$ cat src/rtl/ifu_fetch_ctrl.sv
// Instruction fetch sequencer: owns the PC, runs the imem req/ack handshake
// and hands each fetched word to decode over a valid/ready interface.
module ifu_fetch_ctrl #(
    parameter int                   BUS_WIDTH    = 32,
    parameter logic [BUS_WIDTH-1:0] RESET_VECTOR = '0
) (
    input  logic                 clk,
    input  logic                 rst,
    output logic [BUS_WIDTH-1:0] inc_in,
    input  logic [BUS_WIDTH-1:0] inc_out,
    output logic                 imem_req,
    output logic [BUS_WIDTH-1:0] imem_addr,
    input  logic                 imem_ack,
    input  logic [BUS_WIDTH-1:0] imem_data,
    output logic [BUS_WIDTH-1:0] instr_out,
    output logic [BUS_WIDTH-1:0] instr_pc,
    output logic                 instr_valid,
    input  logic                 instr_ready,
    input  logic                 stall,
    input  logic                 branch_valid,
    input  logic [BUS_WIDTH-1:0] branch_target
);

    // state | meaning
    // BOOT  | idle after reset, waiting for stall to clear
    // FETCH | request outstanding (imem_req=1) or one-cycle gap after an ack
    // ISSUE | instruction presented to decode
    typedef enum logic [1:0] {
        BOOT  = 2'd0,
        FETCH = 2'd1,
        ISSUE = 2'd2
    } state_t;

    state_t               state;
    logic [BUS_WIDTH-1:0] pc;
    logic [BUS_WIDTH-1:0] redirect_addr;
    logic                 redirect_pending;

    assign inc_in = pc;

    always_ff @(posedge clk or posedge rst) begin
        if (rst) begin
            state            <= BOOT;
            pc               <= RESET_VECTOR;
            redirect_pending <= 1'b0;
            redirect_addr    <= '0;
            imem_req         <= 1'b0;
            imem_addr        <= RESET_VECTOR;
            instr_out        <= '0;
            instr_pc         <= '0;
            instr_valid      <= 1'b0;
        end else begin
            case (state)
                BOOT: begin
                    if (branch_valid) begin
                        pc <= branch_target;
                    end else if (!stall) begin
                        state     <= FETCH;
                        imem_req  <= 1'b1;
                        imem_addr <= pc;
                    end
                end

                FETCH: begin
                    if (!imem_req) begin
                        // gap cycle after a discarded ack: no request is out,
                        // so a branch here can retarget the next request directly
                        imem_req <= 1'b1;
                        if (branch_valid) begin
                            pc        <= branch_target;
                            imem_addr <= branch_target;
                        end else begin
                            imem_addr <= pc;
                        end
                    end else if (imem_ack) begin
                        imem_req <= 1'b0;
                        if (redirect_pending || branch_valid) begin
                            redirect_pending <= 1'b0;
                            if (branch_valid) begin
                                pc        <= branch_target;
                                imem_addr <= branch_target;
                            end else begin
                                pc        <= redirect_addr;
                                imem_addr <= redirect_addr;
                            end
                        end else begin
                            instr_out   <= imem_data;
                            instr_pc    <= pc;
                            pc          <= inc_out;
                            imem_addr   <= inc_out;
                            instr_valid <= 1'b1;
                            state       <= ISSUE;
                        end
                    end else if (branch_valid) begin
                        redirect_pending <= 1'b1;
                        redirect_addr    <= branch_target;
                    end
                end

                ISSUE: begin
                    // a redirect is never dropped, even under stall
                    if (branch_valid) begin
                        pc          <= branch_target;
                        instr_valid <= 1'b0;
                        state       <= FETCH;
                        imem_req    <= 1'b1;
                        imem_addr   <= branch_target;
                    end else if (instr_ready && !stall) begin
                        instr_valid <= 1'b0;
                        state       <= FETCH;
                        imem_req    <= 1'b1;
                        imem_addr   <= pc;
                    end
                end

                default: begin
                    state <= BOOT;
                end
            endcase
        end
    end

endmodule

$ cat config.mk
export PLATFORM = sky130hd
export DESIGN_NAME = ifu_fetch_ctrl
export DESIGN_NICKNAME = d
export VERILOG_FILES = /design/src/rtl/ifu_fetch_ctrl.sv
export SDC_FILE = /design/constraint.sdc
export NUM_CORES = 1
export LEC_CHECK = 0
export CAP_MARGIN = 20
export CORE_AREA = 2 2 149 151
export CTS_BUF_LIST = sky130_fd_sc_hd__clkbuf_2
export DETAILED_ROUTE_END_ITERATION = 8
export DIE_AREA = 0 0 151 153
export PLACE_DENSITY = 0.68
export SKIP_CTS_REPAIR_TIMING = 1
export SLEW_MARGIN = 20
export SYNTH_ARGS = -nofsm -noshare
export SYNTH_HDL_FRONTEND = slang
export SYNTH_SLANG_ARGS = --single-unit
$ cat constraint.sdc
create_clock -name clk -period 11.6 [get_ports clk]
set_input_delay 1.16 -clock clk [delete_from_list [all_inputs] [get_ports clk]]
set_output_delay 1.16 -clock clk [all_outputs]
set_load 0.01 [all_outputs]
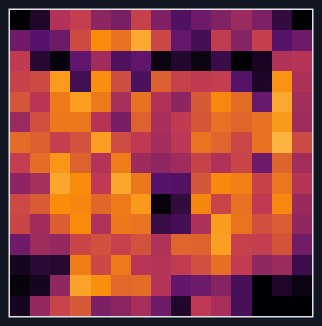
run_1/density.png
Scale: 2 px per um. 15 x 15 tiles, from black (low) to pale yellow (high), 0 to 100% covered.
3.1% of the tiles are nearly empty. The fullest tile reaches 84%. The mean over all tiles is 46%. 7.6% of the tiles are over 75% full.
Core Util, Final: 0.5155
area of the core region: 21490 sq um

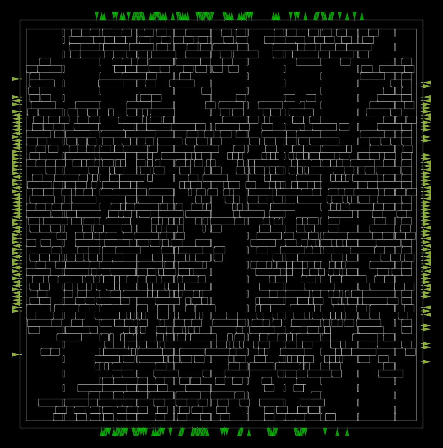
run_1/final_placement.png
Tapcells: 280
fraction of standard cell area that is sequential: 0.3730
Non-Filler Instances: 1193
final sequential cell count: 165

==> run notes, run 1 <==
The synthesis and place-and-route flow finished, so here is a summary.

The flow ran to the end, and the final reports show no timing, DRC or antenna violations. The count of standard-cell rows came out at 54. The detailed router reports a met3 wire length of 1709 um.

The chip area is 23100 sq um. The portion of the post-synthesis area used by sequential elements is 0.4883. The detailed placement HPWL came out at 14630 um. The multi-input combinational gate total is 472. After detailed routing, the average wire length per cell comes to 19.29 um. In this run, the synthesized area fraction spent on xor and xnor cells is recorded as 0. The cell kind with the greatest summed area is sequential cells. The total power is 3076 uW. The tree built by TritonCTS fans out to 165 sinks. The multi-input gate area in the final layout came out at 3934 sq um. The total cells reported by yosys after synthesis is 706. The min-delay analysis places its worst path in the category flop to flop.

The combined global-route utilization of all metal layers is 0.2022. The first-pass GRT wire length is 36400 um. The number of remaining DRC errors came out at 0. The transition time of the tightest slew-check pin is 1.120 ns.

The number of global-route vias before repair came out at 6565. The number of different library cells in the post-synthesis netlist is 45. The count of buffer and inverter cells on the critical path is 1.

Setup repair after global routing left no endpoint under its margin. Looking at the reg2reg group, the worst path ends at redirect_addr[20]. The initial antenna violation count was 0. Entering global routing, the biggest net connects 102 pins. Of the combinational cells, the family taking the most area is multiplexers.

The setup TNS came out at 0 ns. Hold-check failures listed in the final report amount to 0. Max fanout on the critical path was recorded as 50. The worst hold path terminates at instr_pc[29]. The number of antenna-violating nets in the routed design came out at 0. The most used flip-flop cell after synthesis is sky130_fd_sc_hd__dfrtp_1. Detailed-route iteration 0 reported a violation count of 417. The count of final max-slew check failures came out at 0. Traced cell by cell, the critical path runs through clkdlybuf4s50_1.
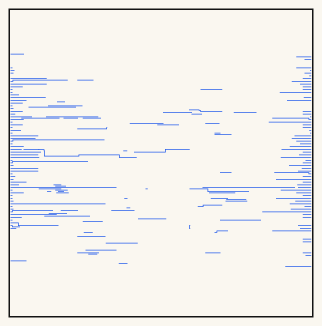
run_1/met3.png
Scale: 2 px per um.
157 nets have wire on it. The wires run mostly horizontal. The layer carries 1710 um of wire. The longest straight run is 52.7 um.

[run 1: flip-flops by register name (all words and copies together), names as in the netlist]
register / count
instr_pc: 32
imem_addr: 32
state: 2
instr_out: 32
instr_valid: 1
inc_in: 32
redirect_pending: 1
imem_req: 1
redirect_addr: 32
[run 1: synth_stat cells, drive strengths merged, types with 19 or more instances]
| master | number | area share |
|---|---|---|
| nor2b | 20 | 0.015 |
| a211o | 21 | 0.022 |
| mux2i | 31 | 0.037 |
| and3 | 19 | 0.015 |
| a31oi | 20 | 0.015 |
| nor2 | 47 | 0.022 |
| dfrtp | 165 | 0.49 |
| o2bb2ai | 20 | 0.021 |
| mux2 | 152 | 0.20 |
| o21ai | 26 | 0.016 |
| clkbuf | 21 | 0.0093 |
| buf | 39 | 0.036 |
| a21oi | 33 | 0.020 |
[run 1: power breakdown]
part,switching [uW],internal [uW],leakage (uW)
logic,728,896,0.00250
registers,242,859,0.00201
clock network,211,141,0.000159
total,1180,1900,0.00468
[run 1: kinds of logic (layout without fill, tap and decap cells)]
group                      after synthesis  after routing
muxes                                  183            183
DFF                                    165            165
AOI/OAI and AO/OA                      163            163
and+or+nand+nor                        120            120
buffers and inverters                   69            275
adders and majority gates                6              6
other                                    0              1
[run 1: per-stage QoR]
| step | cell area (sq um) | instances | hold slack [ns] | setup slack, ns |
|---|---|---|---|---|
| floorplan | 8456 | 706 | 0.4736 | 5.978 |
| global placement | 10780 | 1159 | 0.4667 | 7.273 |
| detailed placement | 10780 | 1159 | 0.4698 | 7.232 |
| CTS | 11050 | 1191 | 0.5207 | 7.903 |
| global route | 11070 | 1192 | 0.5453 | 7.756 |
| finish | 11080 | 1193 | 0.5137 | 7.993 |
==> run 2, diff against run 1 <==
Clock period 11.6 ns to 3.7 ns, I/O delays scaled along.
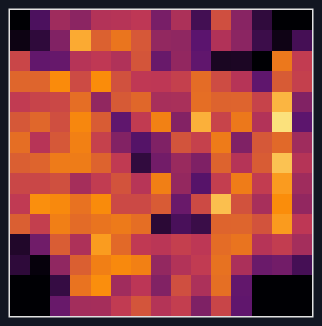
run_2/density.png
Scale: 2 px per um. 15 x 15 tiles, from black (low) to pale yellow (high), 0 to 100% covered.
5.3% of the tiles are over 75% full. 6.7% of the tiles are nearly empty. The mean over all tiles is 47%.
Core Util, Final: 0.5204
Pre-Place Util: 0.3935

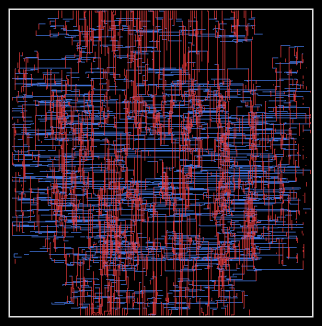
run_2/metal_stack.png
Scale: 2 px per um. Only two layers are drawn.
Key: met2 = red [wire length 10700 um]; met1 = blue [wire length 10600 um]
routed vias: 6495
Routed wire per std cell: 19.27 um

==> run 2 against run 1 <==
Register-to-register slack got worse by 7.2 ns. Combinational power increased to 3.2 times the previous value. Sequential share of layout area decreased by 0.35 points. Cell area increased by 0.96%.
==> run notes, run 2 <==
The synthesis and place-and-route flow finished, so here is a summary.

The run finished with clean final reports. On the final layout, the worst hold slack is 0.1306 ns. After its last routability iteration, the placer logged a weighted congestion of 0.7791. The setup TNS is 0 ns. The post-placement cell area is 10890 sq um. The first routing iteration left 399 violations. The xor/xnor cell area share of the yosys netlist came out at 0. The total met3 wirelength after detailed routing came out at 1679 um. The clock transition time at the flip-flop clock pins of the worst setup and hold paths came out at 0.26 ns. The final net count is 1020.

Post-synth the commonest register cell is sky130_fd_sc_hd__dfrtp_1. The share of the Yosys chip area taken by registers is 0.4883. The number of antenna-violating nets in the routed design is 0. The number of different library cells in the post-synthesis netlist came out at 45.

The setup slack after placement is 0.9844 ns. The fraction of power consumed by the clock network is 0.118. For reference, the top cells by area after synthesis are sky130_fd_sc_hd__dfrtp_1 49%, sky130_fd_sc_hd__mux2_2 15%, sky130_fd_sc_hd__mux2_1 5.1%. For hold timing, the worst endpoint is inc_in[6]. The design area came out at 11180 sq um.

The power spent charging and discharging nets is 3747 uW. The cell count after placement is 1172. By count the netlist is led by 165 x sky130_fd_sc_hd__dfrtp_1, 113 x sky130_fd_sc_hd__mux2_2, 46 x sky130_fd_sc_hd__nor2_1, 38 x sky130_fd_sc_hd__mux2_1, 33 x sky130_fd_sc_hd__a21oi_1.

STA lists the startpoint of the worst register-to-register path as state[0]. The initial antenna violation count came out at 0. The sequential fraction of design power is 0.348. The script parses the final routing iteration and logs DRC violations as 0. The final period demand of the worst path came out at 2.651 ns. The global routing report lists combined usage of all routing layers as 0.2045.

The cell-internal power is 5990 uW. Of the combinational cells, the family taking the most area is multiplexers. The worst setup path is captured at a flop. The combinational group share of total power is 0.534. The share of the synthesized area in the top cell type is 0.4883. The final worst setup slack came out at 1.049 ns. The post-synthesis cell area is 8456 sq um. The total cells reported by yosys after synthesis came out at 706.

Endpoints failing hold in the final report were tallied at 0. The TritonCTS sink count came out at 165. The min-delay analysis places its worst path in the category primary input to flop.

The maximum number of pins on one net before global-route repair came out at 67. The transition time of the tightest slew-check pin is 0.9499 ns. The post-layout period usage of the worst path is 0.7166. The total power came out at 9737 uW. Of the total power, the share spent switching nets is 0.3848. Of all cell types, the one taking the most synthesized area is sky130_fd_sc_hd__dfrtp_1. The floorplan core area came out at 21490 sq um. The detailed placement HPWL came out at 15680 um.

Excluding fillers, the count of instances in the completed layout stands at 1205. The count of final max-slew check failures came out at 0. The chip area came out at 23100 sq um. The first-pass GRT wire length came out at 36740 um. The via count normalized by instance count came out at 5.390.

The number of cells traversed by the worst register-to-register path came out at 8. The maximum fanout encountered on the critical timing path came out at 15. The highest metal layer carrying signal wires in the routed design is met4. The number of global-route vias before repair was 6625.

The count of standard-cell rows is 54. The reg-to-reg critical path endpoint is imem_addr[11]. The cell-mix breakdown from Yosys lists the simple-gate area share as 0.07458.

Setup repair after global routing left no endpoint under its margin. The number of top-level pins is 232. The leading cell type by number of instances after synthesis is sky130_fd_sc_hd__dfrtp_1.

The worst IR drop on VDD is 0.4478 mV.
run 2: cell counts after synthesis:
Identical to the previous run, type by type.
run 2: logic make-up (layout without fill, tap and decap cells):
family,Yosys count,after routing
muxes,183,183
DFF,165,165
AOI/OAI and AO/OA,163,163
and+or+nand+nor,120,120
buffers and inverters,69,288
adders and majority gates,6,6
run 2: area by class of cell:
cell class	instances	area [sq um]
Fill cell	1970	10300
Sequential cell	165	4131
Multi-Input combinational cell	472	3931
Timing Repair Buffer	247	2445
Tap cell	280	350.3
Clock inverter	15	201.4
Clock buffer	17	85.08
Inverter	9	37.54
run 2: power by group through the flow:
stage | clock, uW | sequential [uW] | combinational, uW
after floorplan | 0 | 3560 | 2880
final | 1150 | 3390 | 5200
after global routing | 1270 | 3530 | 5650
after CTS | 1190 | 3400 | 5270
after global placement | 0 | 3420 | 5160
after detailed placement | 0 | 3440 | 5250
run 2: worst max-delay path, cell delays in order, from the launching register on:
cell and delay [ns]:
sky130_fd_sc_hd__dfrtp_1 0.50, sky130_fd_sc_hd__inv_1 0.11, sky130_fd_sc_hd__ha_1 0.31, sky130_fd_sc_hd__buf_4 0.25
sky130_fd_sc_hd__nand2b_1 0.11, sky130_fd_sc_hd__a32o_1 0.26, sky130_fd_sc_hd__nand2_2 0.38, sky130_fd_sc_hd__buf_4 0.30
sky130_fd_sc_hd__mux2_1 0.34
run 2: routing by layer:
| metal | vias to the layer above | track usage |
|---|---|---|
| met5 | - | 0 |
| li1 | 3020 | - |
| met4 | 0 | 0.04940 |
| met1 | 3242 | 0.2793 |
| met3 | 20 | 0.06060 |
| met2 | 213 | 0.3203 |
Power is estimated from default activity; no workload was simulated.
